File: config.mk
export PLATFORM = sky130hd
export DESIGN_NAME = video_test_gen_flat
export DESIGN_NICKNAME = d
export VERILOG_FILES = /design/src/rtl/video_test_gen_pkg.sv /design/src/rtl/video_test_gen_if.sv /design/src/rtl/video_test_delay.sv /design/src/rtl/video_test_gen.sv /design/src/flat_wrapper.sv
export SDC_FILE = /design/constraint.sdc
export NUM_CORES = 1
export LEC_CHECK = 0
export ABC_CLOCK_PERIOD_IN_PS = 3250
export CAP_MARGIN = 10
export CORE_UTILIZATION = 54
export DETAILED_ROUTE_END_ITERATION = 16
export PLACE_DENSITY = 0.77
export SKIP_CTS_REPAIR_TIMING = 1
export SLEW_MARGIN = 20
export SYNTH_ARGS = -nofsm -noshare
export SYNTH_HDL_FRONTEND = slang
export SYNTH_SLANG_ARGS = --single-unit
File: constraint.sdc
create_clock -name clk -period 3.25 [get_ports clk]
set_input_delay 0.65 -clock clk [delete_from_list [all_inputs] [get_ports clk]]
set_output_delay 0.65 -clock clk [all_outputs]
set_load 0.005 [all_outputs]
File: src/rtl/video_test_gen_pkg.sv
// Shared types and cell-packing helpers for the video test-pattern generator.
package video_test_gen_pkg;

  typedef enum logic [1:0] {
    TEST_MSG   = 2'd0,
    TEST_FILL  = 2'd1,
    TEST_CLEAR = 2'd2,
    TEST_BARS  = 2'd3
  } test_mode_t;

  typedef enum logic [1:0] {
    IDLE = 2'd0,
    RUN  = 2'd1,
    DONE = 2'd2
  } gen_state_t;

  localparam int DISP_ADDR_W = 12;

  typedef logic [3:0]             color_t;
  typedef logic [DISP_ADDR_W-1:0] disp_addr_t;
  typedef logic [15:0]            disp_data_t;

  // A foreground equal to the background would be invisible; nudge it.
  function automatic color_t avoid_fore(input color_t fore, input color_t back);
    color_t res;
    if (fore == back) begin
      res = fore + 4'd5;
    end else begin
      res = fore;
    end
    return res;
  endfunction

  // Display cell layout: {back, fore, char}.
  function automatic disp_data_t pack_cell(input color_t back, input color_t fore,
                                           input logic [7:0] ch);
    return {back, fore, ch};
  endfunction

endpackage

File: src/rtl/video_test_gen_if.sv
// Display-memory write port with valid/ready handshake.
interface video_test_gen_if;
  import video_test_gen_pkg::*;

  logic       wr_en;
  logic       wr_ready;
  disp_addr_t wr_addr;
  disp_data_t wr_data;

  modport master (output wr_en, output wr_addr, output wr_data, input wr_ready);
  modport slave  (input wr_en, input wr_addr, input wr_data, output wr_ready);
endinterface

File: src/rtl/video_test_delay.sv
// Counts end-of-frame pulses and emits a one-cycle trigger every DELAY_FRAMES frames.
module video_test_delay #(
  parameter int DELAY_FRAMES = 300
) (
  input  logic clk,
  input  logic reset,
  input  logic eof_i,
  output logic trig_o
);

  localparam int CW = (DELAY_FRAMES > 1) ? $clog2(DELAY_FRAMES) : 1;
  localparam logic [CW-1:0] LAST = CW'(DELAY_FRAMES - 1);

  logic [CW-1:0] count_q, count_d;
  logic          trig_q, trig_d;

  // Advance the frame count; the wrapping frame schedules a trigger for the next cycle.
  always_comb begin
    count_d = count_q;
    trig_d  = 1'b0;
    if (eof_i) begin
      if (count_q == LAST) begin
        count_d = '0;
        trig_d  = 1'b1;
      end else begin
        count_d = count_q + CW'(1);
      end
    end else begin
      count_d = count_q;
    end
  end

  // Frame counter and trigger registers.
  always_ff @(posedge clk or posedge reset) begin
    if (reset) begin
      count_q <= '0;
      trig_q  <= 1'b0;
    end else begin
      count_q <= count_d;
      trig_q  <= trig_d;
    end
  end

  assign trig_o = trig_q;

endmodule

File: src/rtl/video_test_gen.sv
// Test-pattern writer: message, fill, clear and colour bars into display memory.
module video_test_gen
  import video_test_gen_pkg::*;
#(
  parameter int                     COLS         = 80,
  parameter int                     ROWS         = 30,
  parameter int                     DELAY_FRAMES = 300,
  parameter int                     MSG_LEN      = 20,
  parameter logic [8*MSG_LEN-1:0]   MSG          = "Hello Upduino VGA!  ",
  parameter int                     BAR_SHIFT    = 3
) (
  input  logic                clk,
  input  logic                reset,
  input  logic                eof_i,
  input  logic                start_i,
  input  test_mode_t          mode_i,
  video_test_gen_if.master    wr_if,
  output logic                busy_o,
  output logic                done_o
);

  localparam int N     = COLS * ROWS;
  localparam int CNT_W = $clog2(N + 1);
  localparam logic [CNT_W-1:0] N_CNT   = CNT_W'(N);
  localparam logic [CNT_W-1:0] MSG_CNT = CNT_W'(MSG_LEN);
  localparam disp_addr_t LAST_ADDR = DISP_ADDR_W'(N - 1);
  localparam disp_addr_t LAST_COL  = DISP_ADDR_W'(COLS - 1);

  gen_state_t       state_q, state_d;
  test_mode_t       mode_q, mode_d;
  logic [CNT_W-1:0] beat_q, beat_d;      // beats loaded so far in this run
  disp_addr_t       pos_q, pos_d;        // next cell for screen-wide modes
  disp_addr_t       col_q, col_d;        // column of pos_q, for bars
  disp_addr_t       cursor_q, cursor_d;  // message cursor, persists across runs
  color_t           fcolor_q, fcolor_d;
  color_t           bcolor_q, bcolor_d;
  logic             wr_en_q, wr_en_d;
  disp_addr_t       wr_addr_q, wr_addr_d;
  disp_data_t       wr_data_q, wr_data_d;
  logic             busy_q, busy_d;
  logic             done_q, done_d;

  logic             delay_trig_s;
  logic             trig_s;
  logic             load_s;
  logic             last_s;
  logic [CNT_W-1:0] total_s;
  color_t           bar_s;

  video_test_delay #(.DELAY_FRAMES(DELAY_FRAMES)) u_delay (
    .clk    (clk),
    .reset  (reset),
    .eof_i  (eof_i),
    .trig_o (delay_trig_s)
  );

  assign trig_s = delay_trig_s | start_i;

  // Character k of the message, k = 0 being the leftmost.
  function automatic logic [7:0] msg_byte(input logic [CNT_W-1:0] k);
    logic [7:0] b;
    b = 8'h20;
    for (int i = 0; i < MSG_LEN; i++) begin
      if (k == CNT_W'(i)) b = MSG[8*(MSG_LEN-1-i) +: 8];
    end
    return b;
  endfunction

  // Next cell address; screen size need not be a power of two.
  function automatic disp_addr_t next_cell(input disp_addr_t a);
    return (a == LAST_ADDR) ? '0 : a + DISP_ADDR_W'(1);
  endfunction

  // Next-state and next-beat logic. A beat is loaded on RUN entry and on every
  // accepted beat except the last; source registers advance as each beat is loaded.
  always_comb begin
    state_d   = state_q;
    mode_d    = mode_q;
    beat_d    = beat_q;
    pos_d     = pos_q;
    col_d     = col_q;
    cursor_d  = cursor_q;
    fcolor_d  = fcolor_q;
    bcolor_d  = bcolor_q;
    wr_en_d   = wr_en_q;
    wr_addr_d = wr_addr_q;
    wr_data_d = wr_data_q;
    busy_d    = busy_q;
    done_d    = 1'b0;
    load_s    = 1'b0;
    last_s    = 1'b0;
    total_s   = (mode_q == TEST_MSG) ? MSG_CNT : N_CNT;
    bar_s     = color_t'(col_q >> BAR_SHIFT);

    case (state_q)
      IDLE: begin
        if (trig_s) begin
          state_d = RUN;
          mode_d  = mode_i;
          beat_d  = '0;
          pos_d   = '0;
          col_d   = '0;
          busy_d  = 1'b1;
        end else begin
          state_d = IDLE;
        end
      end

      RUN: begin
        if (!wr_en_q) begin
          load_s = 1'b1;
        end else if (wr_if.wr_ready) begin
          if (beat_q == total_s) begin
            last_s = 1'b1;
          end else begin
            load_s = 1'b1;
          end
        end else begin
          load_s = 1'b0;
        end

        if (last_s) begin
          wr_en_d = 1'b0;
          busy_d  = 1'b0;
          done_d  = 1'b1;
          state_d = DONE;
        end else begin
          state_d = RUN;
        end

        if (load_s) begin
          wr_en_d = 1'b1;
          beat_d  = beat_q + CNT_W'(1);
          case (mode_q)
            TEST_MSG: begin
              wr_addr_d = cursor_q;
              wr_data_d = pack_cell(bcolor_q, avoid_fore(fcolor_q, bcolor_q), msg_byte(beat_q));
              cursor_d  = next_cell(cursor_q);
              fcolor_d  = fcolor_q + 4'd1;
            end
            TEST_FILL: begin
              wr_addr_d = pos_q;
              wr_data_d = pack_cell(bcolor_q, avoid_fore(fcolor_q, bcolor_q), pos_q[7:0]);
              pos_d     = next_cell(pos_q);
            end
            TEST_CLEAR: begin
              wr_addr_d = pos_q;
              wr_data_d = 16'h0020;
              pos_d     = next_cell(pos_q);
            end
            TEST_BARS: begin
              // Bars carry fixed colours; the avoidance nudge applies only to
              // the rotating palette of message and fill.
              wr_addr_d = pos_q;
              wr_data_d = pack_cell(bar_s, 4'h0, 8'h20);
              pos_d     = next_cell(pos_q);
              col_d     = (col_q == LAST_COL) ? '0 : col_q + DISP_ADDR_W'(1);
            end
            default: begin
              wr_addr_d = '0;
              wr_data_d = '0;
            end
          endcase
        end else begin
          beat_d = beat_q;
        end
      end

      DONE: begin
        bcolor_d = bcolor_q + 4'd1;
        fcolor_d = bcolor_q + 4'd3;
        if (mode_q == TEST_CLEAR) begin
          cursor_d = '0;
        end else begin
          cursor_d = cursor_q;
        end
        state_d = IDLE;
      end

      default: begin
        state_d = IDLE;
      end
    endcase
  end

  // State and output registers; reset abandons any pattern in progress.
  always_ff @(posedge clk or posedge reset) begin
    if (reset) begin
      state_q   <= IDLE;
      mode_q    <= TEST_MSG;
      beat_q    <= '0;
      pos_q     <= '0;
      col_q     <= '0;
      cursor_q  <= '0;
      fcolor_q  <= 4'd1;
      bcolor_q  <= 4'd0;
      wr_en_q   <= 1'b0;
      wr_addr_q <= '0;
      wr_data_q <= '0;
      busy_q    <= 1'b0;
      done_q    <= 1'b0;
    end else begin
      state_q   <= state_d;
      mode_q    <= mode_d;
      beat_q    <= beat_d;
      pos_q     <= pos_d;
      col_q     <= col_d;
      cursor_q  <= cursor_d;
      fcolor_q  <= fcolor_d;
      bcolor_q  <= bcolor_d;
      wr_en_q   <= wr_en_d;
      wr_addr_q <= wr_addr_d;
      wr_data_q <= wr_data_d;
      busy_q    <= busy_d;
      done_q    <= done_d;
    end
  end

  assign wr_if.wr_en   = wr_en_q;
  assign wr_if.wr_addr = wr_addr_q;
  assign wr_if.wr_data = wr_data_q;
  assign busy_o        = busy_q;
  assign done_o        = done_q;

endmodule

File: src/flat_wrapper.sv
// flat-port wrapper written by rule: the top's interface ports become plain ports
module video_test_gen_flat import video_test_gen_pkg::*;
#(
  parameter int                     COLS         = 80,
  parameter int                     ROWS         = 30,
  parameter int                     DELAY_FRAMES = 300,
  parameter int                     MSG_LEN      = 20,
  parameter logic [8*MSG_LEN-1:0]   MSG          = "                    ",
  parameter int                     BAR_SHIFT    = 3
)
  (clk, reset, eof_i, start_i, mode_i, busy_o, done_o, wr_if_wr_en, wr_if_wr_addr, wr_if_wr_data, wr_if_wr_ready);
  video_test_gen_if wr_if_i ();
  input  logic clk;
  input  logic reset;
  input  logic eof_i;
  input  logic start_i;
  input  test_mode_t mode_i;
  output logic busy_o;
  output logic done_o;
  output wire logic [$bits(wr_if_i.wr_en)-1:0] wr_if_wr_en;
  output wire logic [$bits(wr_if_i.wr_addr)-1:0] wr_if_wr_addr;
  output wire logic [$bits(wr_if_i.wr_data)-1:0] wr_if_wr_data;
  input wire logic [$bits(wr_if_i.wr_ready)-1:0] wr_if_wr_ready;
  assign wr_if_wr_en = wr_if_i.wr_en;
  assign wr_if_wr_addr = wr_if_i.wr_addr;
  assign wr_if_wr_data = wr_if_i.wr_data;
  assign wr_if_i.wr_ready = wr_if_wr_ready;
  video_test_gen #(.COLS(COLS), .ROWS(ROWS), .DELAY_FRAMES(DELAY_FRAMES), .MSG_LEN(MSG_LEN), .MSG(MSG), .BAR_SHIFT(BAR_SHIFT)) u_core (.clk(clk), .reset(reset), .eof_i(eof_i), .start_i(start_i), .mode_i(mode_i), .wr_if(wr_if_i), .busy_o(busy_o), .done_o(done_o));
endmodule
Run 1, the clock network:
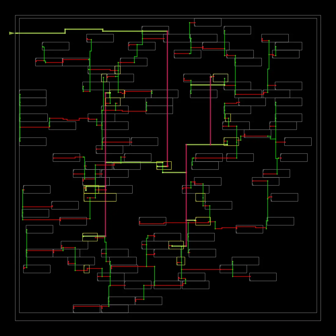
Power Clock: 791 µW
clk sinks: 101

Run 1, M2 wires:
Scale: 4 px per µm.
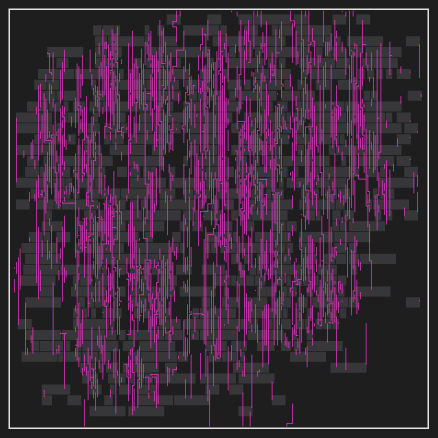
share of all routed wire: 48%
nets with wire on the layer: 541
main direction: vertical
met2 Track Usage GR: 40.4%
via count: 4752

Run 1, clock wires, drivers and flops:
Scale: 6 px per µm.
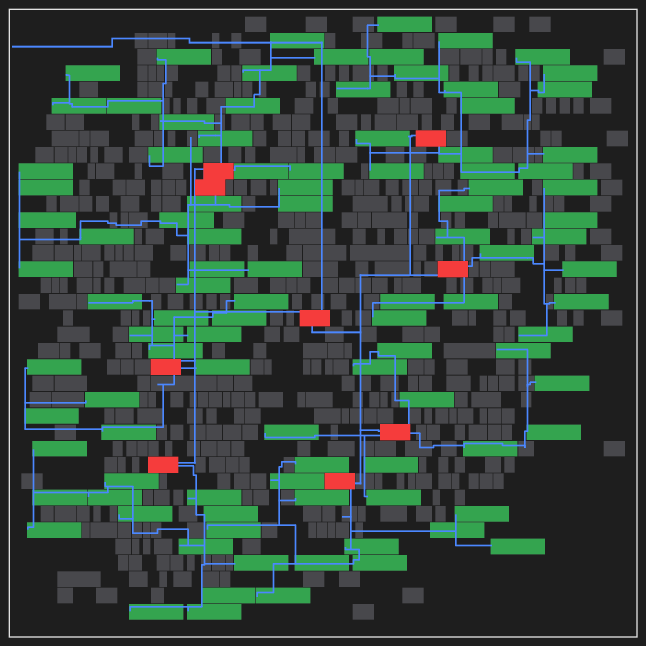
[blue] clock wires | length: 1180 µm
[green] flip-flops | count: 101
[red] cells driving clock nets | count: 9
routed clock nets: 10

Run 1, placed cells, one colour a class:
Scale: 4 px per µm. Fill, decap, tap and diode cells in grey.
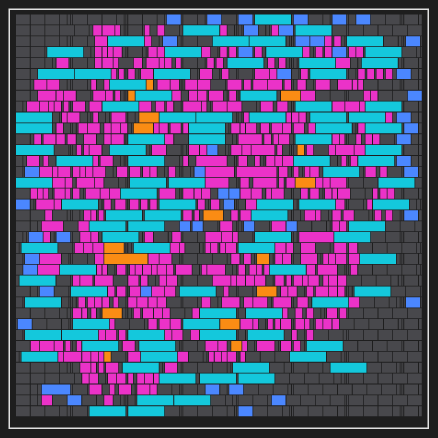
| colour | class | cells | share of their area |
|---|---|---|---|
| magenta | all other logic | 448 | 48% |
| blue | other buffers and delay cells | 48 | 7.6% |
| orange | clock drivers and dummy loads | 16 | 3.1% |
| cyan | flip-flops | 101 | 41% |

==> reports/results.txt, run 1 <==
most numerous logic cell after layout -> dfrtp_1
Top power group -> registers
type of the worst min-delay path -> flip-flop to flip-flop
Pint -> 2.71 mW
Synthesized registers -> 101
# H-tree levels -> 3
routed len/inst -> 17.5 µm
clock power share -> 17.4%
mux share -> 4.22%
reg2reg setup slack -> 0.57 ns
Main logic family -> AND-OR/OR-AND gates
DRC errors left -> 0
most used cell, CP -> inv_1
leakage -> 2.66 nW
CTS tree -> built
post-layout min period -> 2.68 ns
Late-Pin Clk Latency -> 0.37 ns
most instantiated logic cells after routing -> 100 x dfrtp_1, 65 x o21ai_0, 43 x nand2_1, 37 x clkdlybuf4s50_1, 36 x o31ai_1
Post-synth ARST share -> 100%
max incr delay on CP -> 0.90 ns
yosys xor share -> 2.63%
Routed Antenna Nets -> 0
vias in the first global route -> 4659
initial antenna violation count -> 0
worst path arrival time -> 2.95 ns
Seq/Total Area, Yosys -> 44.7%
worst setup path endpoint -> u_core.pos_q[1]$_DFFE_PP0P_
Placer Congestion -> 0.845
# Cells Yosys -> 593
WL final -> 13100 µm
Iteration-0 DRC Markers -> 265
Congestion Overflow GR -> 0
Hold Violations, Final -> 0
chip area -> 10900 µm²
total of max-cap violations -> 0
Cell Type Count -> 66
layout cells sized above 1 -> 8.81%
PnR Total Power -> 4.56 mW
Pre-Repair DR Iteration Count -> 5
post-synth top area cell -> dfrtp_1
Most used DFF post-synth -> dfrtp_1
count of library flops with an enable pin -> 0
synth warn -> 0
Simple Share, Synth -> 18.5%
CP Launch Type -> flip-flop
Setup Crit Path Kind -> flip-flop to flip-flop
Hold Path Origin -> u_core.u_delay.count_q[7]$_DFFE_PP0P_
status -> finished, final reports clean
Via density -> 6.34
crit path cell chain -> inv_1 -> ha_1 -> inv_1 -> o211ai_1 -> o21ai_0 -> o41ai_1
antenna cell count -> 0
number of port buffers -> 37
==> run 1: cell type report <==
| type | count | area (µm²) |
|---|---|---|
| clock buffer | 9 | 124 |
| clock inverter | 7 | 66.3 |
| fill | 833 | 3960 |
| inverter | 19 | 75.1 |
| multi-input combinational | 429 | 2840 |
| sequential | 101 | 2530 |
| tap | 136 | 170 |
| timing repair buffer | 48 | 465 |
==> run 1: stage by stage <==
stage	hold WS, ns	instances	setup WS, ns	instance area (µm²)
2_1_floorplan	0.452	593	1.18	5660
3_3_place_gp	0.463	733	0.437	6080
3_5_place_dp	0.483	733	0.326	6080
4_1_cts	0.497	749	0.612	6270
5_1_grt	0.518	749	0.394	6270
6_report	0.492	749	0.567	6270
==> run 1: critical path, delay by kind of cell (launching register included) <==
kind,cells,cell delay (ns)
AOI/OAI and AO/OA,3,1.19
adders and majority gates,1,0.52
buffers and inverters,2,0.46
DFF,1,0.39
==> run 1: synth_stat cells (3+ instances only) <==
master    instances
o21a_1            3
nor4_1            6
or3_1             3
or2_2             4
xor2_1            4
mux2_4            3
buf_1             3
or4_1             4
a22o_1            8
o22ai_1           7
xnor2_1          13
nand3_1          28
nand4_1          12
and4_1            4
o31ai_1          36
mux2_2            3
nand2_1          43
buf_4             6
a31oi_1          14
o21ai_1          25
ha_1             12
inv_1            19
nor2_1           31
o41ai_1           4
buf_2             9
dfrtp_1         100
buf_6             3
mux2i_1          16
nand2b_1          9
nor2b_1           6
o41ai_2           4
nor3_1            7
clkbuf_1         22
and3_1           12
o21ai_0          65
o211ai_1          6
and2_1            4
==> run 1: layer usage <==
layer	vias to the layer above	part of all wire [%]	GRT usage (%)	wire, µm
li1	2214	-	-	-
met1	2367	44	35.0	5800
met2	145	48	40.4	6340
met3	26	5.0	3.45	652
met4	0	2.3	11.2	299
met5	-	0	0	0
==> run 2: changes to the inputs <==
--- a/config.mk
+++ b/config.mk
@@ -5,7 +5,7 @@
 export SDC_FILE = /design/constraint.sdc
 export NUM_CORES = 1
 export LEC_CHECK = 0
-export ABC_CLOCK_PERIOD_IN_PS = 3250
+export ABC_CLOCK_PERIOD_IN_PS = 2350
 export CAP_MARGIN = 10
 export CORE_UTILIZATION = 54
 export DETAILED_ROUTE_END_ITERATION = 16
==> constraint.sdc (replaced) <==
create_clock -name clk -period 2.35 [get_ports clk]
set_input_delay 0.47 -clock clk [delete_from_list [all_inputs] [get_ports clk]]
set_output_delay 0.47 -clock clk [all_outputs]
set_load 0.005 [all_outputs]
Run 2, pin placement:
Scale: 3 px per µm. Pins as bars across the die edge, other pins in grey.
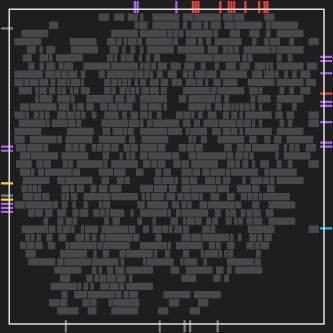
| colour | port | pins | direction | edge |
|---|---|---|---|---|
| red | wr_if_wr_addr | 12 | output | 11 top, 1 right |
| cyan | wr_if_wr_en | 1 | output | right |
| yellow | mode_i | 2 | input | left |
| purple | wr_if_wr_data | 16 | output | 8 right, 5 left, 3 top |
all pins by edge: 14 top, 10 right, 9 left, 5 bottom
Die W: 104 µm
number of port buffers: 37
die span in y: 104 µm

==> run 2 against run 1 <==
Largest power group is now combinational cells. Final cell count increased by 3.7%. Synthesized cell count is the same. Critical path depth is 1 higher. Die area did not move. Final area rose by 3.1%. Sequential power increased by 38%. Clock power rose by about 30%. Combinational power increased by 48%.
==> reports/results.txt, run 2 <==
count of tool warnings -> 32 (unchanged)
type of the worst min-delay path -> flip-flop to flip-flop (unchanged)
pre-CTS setup slack -> -0.111 ns (was 0.326 ns)
Routed Antenna Nets -> 0 (unchanged)
Iteration-0 DRC Markers -> 392 (was 265)
Via density -> 6.21 (was 6.34)
Final Non-Filler Cells -> 777 (was 749)
Placed Cells -> 760 (was 733)
Hold Violations, Final -> 0 (unchanged)
synthesized area -> 5660 µm² (unchanged)
WP data required -> 2.61 ns (was 3.52 ns)
achievable frequency -> 449 MHz (was 373 MHz)
fp util -> 55.3% (unchanged)
WL final -> 13300 µm (was 13100 µm)
post-synth top area cell -> dfrtp_1 (unchanged)
layout cells sized above 1 -> 12.8% (was 8.81%)
reg2reg end -> u_core.cursor_q[11]$_DFFE_PP0P_ (was u_core.pos_q[1]$_DFFE_PP0P_)
status -> finished, final reports clean (unchanged)
Placer Congestion -> 0.872 (was 0.845)
R2R cell count -> 7 (was 6)
r2r startpoint -> u_core.beat_q[8]$_DFFE_PP0P_ (was u_core.state_q[1]$_DFF_PP0_)
DRC errors left -> 0 (unchanged)
leakage -> 2.76 nW (was 2.66 nW)
Post-synth ARST share -> 100% (unchanged)
cts bufs inserted -> 9 (unchanged)
YS chip area -> 5660 µm² (unchanged)
worst setup path endpoint -> u_core.cursor_q[11]$_DFFE_PP0P_ (was u_core.pos_q[1]$_DFFE_PP0P_)
synth cell count leaders -> 100 x dfrtp_1, 65 x o21ai_0, 43 x nand2_1, 36 x o31ai_1, 31 x nor2_1 (unchanged)
worst IR drop on VDD -> 583 µV (was 399 µV)
CTS tree -> built (unchanged)
Core Area -> 10200 µm² (unchanged)
Hold Path Origin -> u_core.col_q[11]$_DFFE_PP0P_ (was u_core.u_delay.count_q[7]$_DFFE_PP0P_)
Synthesized registers -> 101 (unchanged)
vias in the first global route -> 4661 (was 4659)
CP Launch Type -> flip-flop (unchanged)
Cell Type Count -> 66 (unchanged)
total of max-cap violations -> 0 (unchanged)
initial antenna violation count -> 0 (unchanged)
largest cells by area after synthesis -> dfrtp_1 44%, o21ai_0 5.7%, o31ai_1 4.8% (unchanged)
Max Root-Sink Buffers -> 2 (unchanged)
worst path arrival time -> 2.49 ns (was 2.95 ns)
reg2reg setup slack -> 0.12 ns (was 0.57 ns)
Setup crit start -> u_core.beat_q[8]$_DFFE_PP0P_ (was u_core.state_q[1]$_DFF_PP0_)
clk sinks -> 101 (unchanged)
Worst-path clk slew -> 0.10 ns (about the same)
hold endpoint -> u_core.col_q[11]$_DFFE_PP0P_ (was u_core.u_delay.count_q[7]$_DFFE_PP0P_)
post-layout min period -> 2.23 ns (was 2.68 ns)
area grow syn2layout -> 14.2% (was 10.7%)
synthesized area per cell -> 9.55 µm² (unchanged)
Tcrit/Tclk final -> 94.8% (was 82.5%)
post-synthesis cell count -> 593 (unchanged)
Max Clock Skew -> 0.0143 ns (was 0.00661 ns)
WHS Path Cells -> 1 (unchanged)
antenna cell count -> 0 (unchanged)
crit end category -> flip-flop (unchanged)
Layout Nets -> 655 (was 627)
Ports -> 38 (unchanged)
most numerous logic cell after layout -> dfrtp_1 (unchanged)
via count -> 4828 (was 4752)
first-pass GRT wire length -> 22500 µm (about the same)
crit path cell chain -> or4b_4 -> nor4b_4 -> buf_4 -> nor4_4 -> buf_4 -> o21a_1 -> a22o_1 (was inv_1 -> ha_1 -> inv_1 -> o211ai_1 -> o21ai_0 -> o41ai_1)
final hold slack -> 0.502 ns (was 0.492 ns)
largest net degree at the start of global routing -> 102 (unchanged)
most instantiated logic cells after routing -> 100 x dfrtp_1, 65 x o21ai_0, 42 x nand2_1, 38 x buf_4, 37 x clkdlybuf4s50_1 (was 100 x dfrtp_1, 65 x o21ai_0, 43 x nand2_1, 37 x clkdlybuf4s50_1, 36 x o31ai_1)
Pre-Repair DR Iteration Count -> 5 (unchanged)
Congestion Overflow GR -> 0 (unchanged)
max reg flops -> 16 (unchanged)
Slowest cell on crit path -> or4b_4 (was o211ai_1)
unrepaired setup endpoints after global routing -> no (unchanged)
top-count cell post-synth -> dfrtp_1 (unchanged)
Seq/Total Area, Yosys -> 44.7% (unchanged)
Final WS setup -> 0.122 ns (was 0.567 ns)
# H-tree levels -> 3 (unchanged)
DPL Wire Length -> 9320 µm (was 9030 µm)
Most used DFF post-synth -> dfrtp_1 (unchanged)
top-area cell type share of the netlist area -> 44.2% (unchanged)
fin. max-slew vios -> 0 (unchanged)
max incr delay on CP -> 0.52 ns (was 0.90 ns)
# Cells Yosys -> 593 (unchanged)
# setup viols final -> 0 (unchanged)
count of library flops with an enable pin -> 0 (unchanged)
routed len/inst -> 17.1 µm (was 17.5 µm)
Setup Crit Path Kind -> flip-flop to flip-flop (unchanged)
chip area -> 10900 µm² (unchanged)
Late-Pin Clk Latency -> 0.37 ns (about the same)
most used cell, CP -> buf_4 (was inv_1)
synth warn -> 0 (unchanged)
[run 2: cell counts after synthesis]
Identical to the previous run, type by type.
[run 2: worst max-delay path, delay by kind of cell, from the launching register on]
kind | cells | cell delay, ns
simple gates | 3 | 0.80
flops | 1 | 0.45
buf+inv | 2 | 0.36
compound gates | 2 | 0.52
[run 2: final cells by class]
class,instances,area (µm²)
fill,849,3770
multi-input combinational,429,2840
sequential,101,2530
timing repair buffer,76,676
tap,136,170
clock buffer,11,131
inverter,19,75.1
clock inverter,5,42.5
[run 2: cell families after synthesis]
group                    count (synthesis)  share of synthesized area [%]
flip-flops                             101                           44.7
adder cells (fa/ha/maj)                 12                           2.65
buffers and inverters                   63                           5.19
AND-OR/OR-AND                          189                           22.1
AND/OR/NAND/NOR                        189                           18.5
XOR/XNOR                                17                           2.63
multiplexers                            22                           4.22
[run 2: where the power goes]
group	total, mW	switching [mW]	internal (mW)
logic	2.75	1.48	1.27
clock network	1.03	0.631	0.400
registers	2.64	0.497	2.15
total	6.43	2.61	3.82
[run 2: routing by layer]
metal	routed length (µm)	vias up	track usage (%)	share of wire [%]
met2	6570	151	41.9	49
li1	-	2273	-	-
met3	691	16	3.51	5.2
met1	5830	2388	34.3	44
met5	0	-	0	0
met4	194	0	8.98	1.5
[run 2: metrics by stage]
| step | util [%] | power [mW] | TNS, ns | cell area (µm²) |
|---|---|---|---|---|
| CTS | 63.1 | 6.42 | 0 | 6450 |
| detailed placement | 61.4 | 5.41 | -1.35 | 6280 |
| global placement | 61.4 | 5.29 | -0.115 | 6280 |
| global route | 63.2 | 6.85 | 0 | 6460 |
| finish | 63.2 | 6.43 | 0 | 6460 |
| floorplan | - | 4.43 | 0 | 5660 |
Power is estimated from default activity; no workload was simulated.
